### src/rtl/mmio_gpio.sv
`default_nettype none
// ============================================================================
// Module   : mmio_gpio
// Brief    : Memory-mapped GPIO with per-pin direction, synchronised inputs
//            and edge-triggered interrupts (write-1-to-clear pending bits).
//            Define GPIO_SET_CLR_EN to add SET/CLR write-only aliases of
//            DATA_OUT at 0x18/0x1C.
// Revision : 1.0 - initial release
// ============================================================================
module mmio_gpio #(
    parameter int          WIDTH       = 16,
    parameter int          SYNC_STAGES = 2,
    parameter logic [31:0] RESET_OUT   = 32'h0
) (
    input  logic             clk,
    input  logic             resetn,
    input  logic             req,
    input  logic             we,
    input  logic [7:0]       addr,
    input  logic [31:0]      wdata,
    output logic [31:0]      rdata,
    output logic             rvalid,
    output logic             error,
    input  logic [WIDTH-1:0] gpio_i,
    output logic [WIDTH-1:0] gpio_o,
    output logic [WIDTH-1:0] gpio_oe,
    output logic             irq
);

    localparam logic [7:0] c_ADDR_DATA_OUT = 8'h00;
    localparam logic [7:0] c_ADDR_DIR      = 8'h04;
    localparam logic [7:0] c_ADDR_DATA_IN  = 8'h08;
    localparam logic [7:0] c_ADDR_IRQ_EN   = 8'h0C;
    localparam logic [7:0] c_ADDR_IRQ_PEND = 8'h10;
    localparam logic [7:0] c_ADDR_IRQ_RISE = 8'h14;
    localparam logic [7:0] c_ADDR_SET      = 8'h18;
    localparam logic [7:0] c_ADDR_CLR      = 8'h1C;
    localparam logic [2:0] c_ARM_MAX       = 3'(SYNC_STAGES + 1);

    logic [WIDTH-1:0] r_data_out;
    logic [WIDTH-1:0] r_dir;
    logic [WIDTH-1:0] r_irq_en;
    logic [WIDTH-1:0] r_irq_pend;
    logic [WIDTH-1:0] r_irq_rise;
    logic [WIDTH-1:0] r_sync [SYNC_STAGES];
    logic [WIDTH-1:0] r_hist;
    logic [2:0]       r_arm;
    logic             r_rvalid;
    logic             r_error;
    logic [31:0]      r_rdata;

    logic             w_aligned;
    logic             w_sel_out, w_sel_dir, w_sel_in, w_sel_en, w_sel_pend, w_sel_rise;
    logic             w_sel_set, w_sel_clr;
    logic             w_err;
    logic             w_wr;
    logic [31:0]      w_rd_val;
    logic [WIDTH-1:0] w_sync_q;
    logic [WIDTH-1:0] w_rise;
    logic [WIDTH-1:0] w_fall;
    logic [WIDTH-1:0] w_edge;
    logic [WIDTH-1:0] w_clr;
    logic             w_armed;
    logic [WIDTH-1:0] w_wdata;
    wire              w_unused_wdata = ^wdata;

    assign w_wdata    = wdata[WIDTH-1:0];
    assign w_aligned  = (addr[1:0] == 2'b00);
    assign w_sel_out  = (addr == c_ADDR_DATA_OUT);
    assign w_sel_dir  = (addr == c_ADDR_DIR);
    assign w_sel_in   = (addr == c_ADDR_DATA_IN);
    assign w_sel_en   = (addr == c_ADDR_IRQ_EN);
    assign w_sel_pend = (addr == c_ADDR_IRQ_PEND);
    assign w_sel_rise = (addr == c_ADDR_IRQ_RISE);
`ifdef GPIO_SET_CLR_EN
    assign w_sel_set  = (addr == c_ADDR_SET);
    assign w_sel_clr  = (addr == c_ADDR_CLR);
`else
    assign w_sel_set  = 1'b0;
    assign w_sel_clr  = 1'b0;
`endif

    // Unmapped, misaligned, write to DATA_IN, or read of a write-only alias.
    assign w_err = !w_aligned
                 | !(w_sel_out | w_sel_dir | w_sel_in | w_sel_en | w_sel_pend
                     | w_sel_rise | w_sel_set | w_sel_clr)
                 | (we & w_sel_in)
                 | (!we & (w_sel_set | w_sel_clr));
    assign w_wr  = req & we & !w_err;

    always_comb begin
        w_rd_val = '0;
        case (addr)
            c_ADDR_DATA_OUT: w_rd_val = 32'(r_data_out);
            c_ADDR_DIR:      w_rd_val = 32'(r_dir);
            c_ADDR_DATA_IN:  w_rd_val = 32'(w_sync_q);
            c_ADDR_IRQ_EN:   w_rd_val = 32'(r_irq_en);
            c_ADDR_IRQ_PEND: w_rd_val = 32'(r_irq_pend);
            c_ADDR_IRQ_RISE: w_rd_val = 32'(r_irq_rise);
            default:         w_rd_val = '0;
        endcase
    end

    // Edge detection stays masked until the synchroniser has flushed its
    // reset zeros, so pins held high through reset never look like a rise.
    assign w_sync_q = r_sync[SYNC_STAGES-1];
    assign w_armed  = (r_arm == c_ARM_MAX);
    assign w_rise   = w_sync_q & ~r_hist;
    assign w_fall   = ~w_sync_q & r_hist;
    assign w_edge   = w_armed ? ((r_irq_rise & w_rise) | (~r_irq_rise & w_fall)) : '0;
    assign w_clr    = (w_wr && w_sel_pend) ? w_wdata : '0;

    always_ff @(posedge clk) begin
        if (!resetn) begin
            r_data_out <= RESET_OUT[WIDTH-1:0];
            r_dir      <= '0;
            r_irq_en   <= '0;
            r_irq_pend <= '0;
            r_irq_rise <= '0;
            r_hist     <= '0;
            r_arm      <= '0;
            r_rvalid   <= 1'b0;
            r_error    <= 1'b0;
            r_rdata    <= '0;
            for (int i = 0; i < SYNC_STAGES; i++) begin
                r_sync[i] <= '0;
            end
        end else begin
            r_sync[0] <= gpio_i;
            for (int i = 1; i < SYNC_STAGES; i++) begin
                r_sync[i] <= r_sync[i-1];
            end
            r_hist <= w_sync_q;
            if (!w_armed) begin
                r_arm <= r_arm + 3'd1;
            end

            // Set wins over a same-edge write-1-to-clear.
            r_irq_pend <= (r_irq_pend & ~w_clr) | w_edge;

            if (w_wr) begin
                if (w_sel_out)  r_data_out <= w_wdata;
                if (w_sel_dir)  r_dir      <= w_wdata;
                if (w_sel_en)   r_irq_en   <= w_wdata;
                if (w_sel_rise) r_irq_rise <= w_wdata;
                if (w_sel_set)  r_data_out <= r_data_out | w_wdata;
                if (w_sel_clr)  r_data_out <= r_data_out & ~w_wdata;
            end

            r_rvalid <= req;
            r_error  <= req & w_err;
            r_rdata  <= (req && !we && !w_err) ? w_rd_val : '0;
        end
    end

    assign rvalid  = r_rvalid;
    assign error   = r_error;
    assign rdata   = r_rdata;
    assign gpio_o  = r_data_out;
    assign gpio_oe = r_dir;
    assign irq     = |(r_irq_pend & r_irq_en);

endmodule
`default_nettype wire

### config.mk
export PLATFORM = sky130hd
export DESIGN_NAME = mmio_gpio
export DESIGN_NICKNAME = d
export VERILOG_FILES = /design/src/rtl/mmio_gpio.sv
export SDC_FILE = /design/constraint.sdc
export NUM_CORES = 1
export LEC_CHECK = 0
export CORE_AREA = 2 2 160 162
export DETAILED_ROUTE_END_ITERATION = 10
export DIE_AREA = 0 0 162 164
export GPL_TIMING_DRIVEN = 0
export PLACE_DENSITY = 0.56
export SLEW_MARGIN = 20
export SYNTH_ARGS = -nofsm -noshare
export SYNTH_HDL_FRONTEND = slang
export SYNTH_SLANG_ARGS = --single-unit
### constraint.sdc
create_clock -name clk -period 2 [get_ports clk]
set_input_delay 0.3 -clock clk [delete_from_list [all_inputs] [get_ports clk]]
set_output_delay 0.3 -clock clk [all_outputs]
set_load 0.1 [all_outputs]
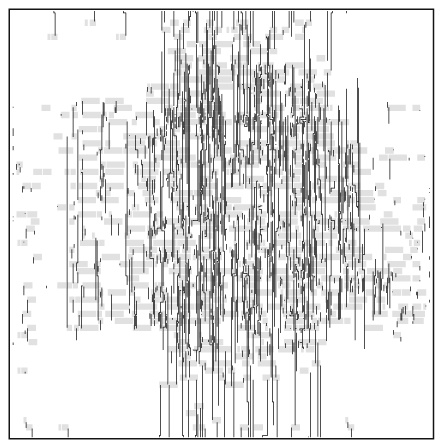
(M2 wires)
nets with wire on the layer: 603
longest straight run: 73.1 um
main direction: vertical
wire length on this layer: 8920 um
share of all routed wire: 48%
Vias: 4704
final WL: 18700 um
GR Util met2: 23.2%

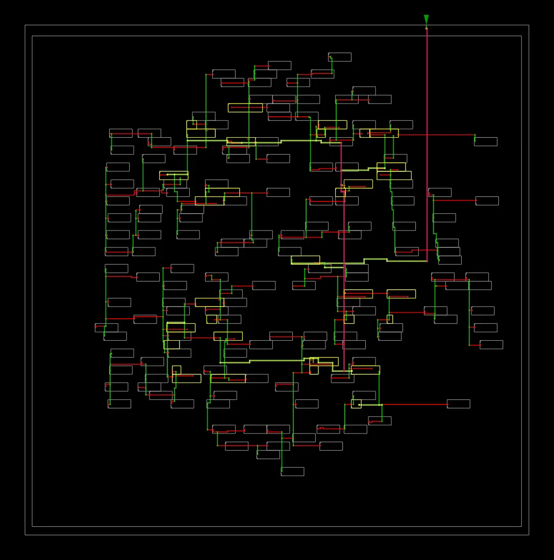
(clock routing)
Clock Power: 0.00343 W
Clock Buffer Count: 18
clock buffer count from CTS: 17
flop count: 149

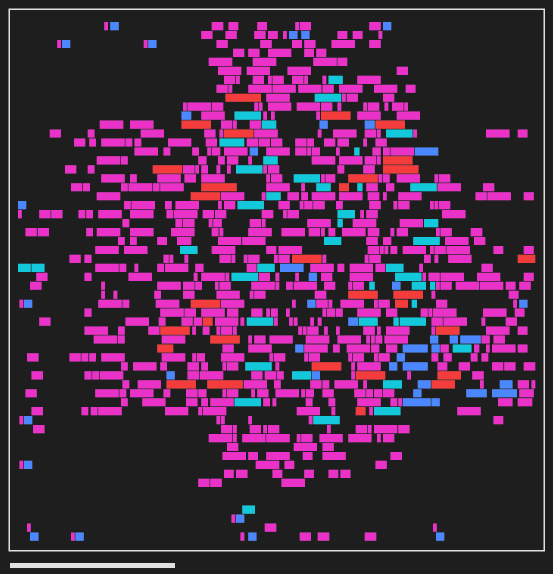
(drive-strength map)
The bar under the picture is 50 um long.
| color | size | cells | most used |
|---|---|---|---|
| cyan | _2 cells | 43 | mux4_2 |
| red | _6 and larger | 30 | clkbuf_16 |
| blue | _3 and _4 cells | 44 | buf_4 |
| magenta | _0 and _1 cells | 606 | dfxtp_1 |
Layout area overhead: 36.7%
bufs w/o clock: 150
final worst slack: 8.92 ps
final instance area: 0.00841 mm2

==> flow_summary.ini <==
; yosys + openroad results
[run_status]
status = completed

[clock_network]
cts_buffer_depth = 2
cts_sinks = 149
postCtsSetupBuffers = 4
cts_root_buffer = clkbuf_16
cts.htree.levels = 4
cts_tree = done
ctsHoldBuffers = 0

[place]
place_ws_ps = -1000
dp_cells = 1016
io_buffers = 92
placed_cell_area_mm2 = 0.00754
dpl.hpwl_um = 13500

[drt]
first_pass_iters = 5
drc = 0
ant_nets = 0
wl_met1_um = 8570
route.met3.wl_um = 997
wl_met2_um = 8920
top_layer_used = met4
vias_per_cell = 4.47
wl_per_cell_um = 17.7

[die]
die_w_um = 162
initCoreUtil_pct = 24.8
die-area_mm2 = 0.0266
die.size.y_um = 164
row_count = 58
io_pins = 127
core_area_mm2 = 0.0248

[final_timing]
worst_pin_slew_ps = 1010
period_needed_ps = 1990
fmax_mhz = 502
whs_ps = 406
hold_viol = 0
min_period_over_period_pct = 99.6
maxSlewHeadroom_pct = 32.9
slew_violations = 0
setup-violations-final = 0

[critical_path]
crit_chain = a22o_1 -> a221oi_2 -> nand4_1 -> buf_8
crit_type = reg -> out
worstPathRequired_ps = 1700
path_buffers = 1
cp_num_cells = 4
critPathCaptureType = primary output
r2r_start = r_arm[0]
crit_fanout = 3
rr_endpoint = r_irq_pend[14]
arrival_ps = 1690
worstRegToRegCells = 6
cpMaxStageDelayCell = dfxtp_2
crit_path_start_kind = register
worst_path_largest_cell_delay_ps = 340
critPathTopFamily = AND-OR/OR-AND gates
endpoint = irq

[global_route]
antenna_found_initial = 0
grt_pass1_wl_um = 27600
grt_pass1_vias = 4522
grtUsageTotal_pct = 14.1
top_usage_layer = met2
grtUsageMet3_pct = 2.63
grt_max_degree = 17

[synth]
mux_area_share_pct = 19.0
synthCells = 579
synth_cell_types = 35
ys_cells = 579
ys.flops = 149
ys_seq_share_pct = 48.5
synthTopLogicFamily = simple AND/OR/NAND/NOR gates
yosys.area_share.aoi_pct = 6.63
synth-xor-area-share_pct = 0.142
ys_sh_simple_pct = 19.1

[power]
power.leakage_nw = 3.45
pwr-share-clk_pct = 48.4
comb_cell_power_w = 0.000593
power.internal_w = 0.00537
p_per_area_mw_per_mm2 = 842
maxPowerGroup = clock
p_seq_share_pct = 43.2
p_comb_share_pct = 8.4
switching_share_pct = 24.1

[finish]
finalNonFillerCells = 1053
area_share_nonclk_buffers_pct = 15.3
final_cell_mix = dfxtp_1 (148), nand2_1 (81), mux2i_1 (81)
final_util_pct = 33.9
combGateArea_mm2 = 0.00302
clock_cell_area_share_pct = 7.60
n_antenna_cell = 0
inv_count = 18
sh_seq_area_pct = 35.5
fillers = 2576
mostFrequentLayoutCell = dfxtp_1
largest_reg_flops = 32
nMultiInputCombCells = 374
fin_nets = 772
top_area_cell_class = logic gates

[min_path]
hold_depth = 4
hp-class = in -> reg
hp-start = addr[6]

[run]
warning_count = 44
drv_cap = 0
[synth_stat cells, drive strengths merged]
master  count  area [um2]
a22o        4        35.0
nand3b      1        7.51
nand4       2        12.5
inv        18        67.6
xnor2       1        8.76
and4b      17         170
buf        29         221
o31ai      16         120
dfxtp     149        2980
ha          2        25.0
nor2b       2        12.5
nor4        3        48.8
nand3       2        10.0
mux4       16         360
o21ai       2        10.0
a31oi      16         100
clkbuf     24        90.1
nor4b       1        15.0
a221oi      4        35.0
mux2i      81         811
nor2       18        67.6
a21boi      1        7.51
nand4b      1        8.76
or4         3        30.0
nor4bb     17         170
o22ai      16         100
nand2      81         304
conb        1        3.75
and2       51         319
No activity file was given, so power comes from the tool's default toggle rates.
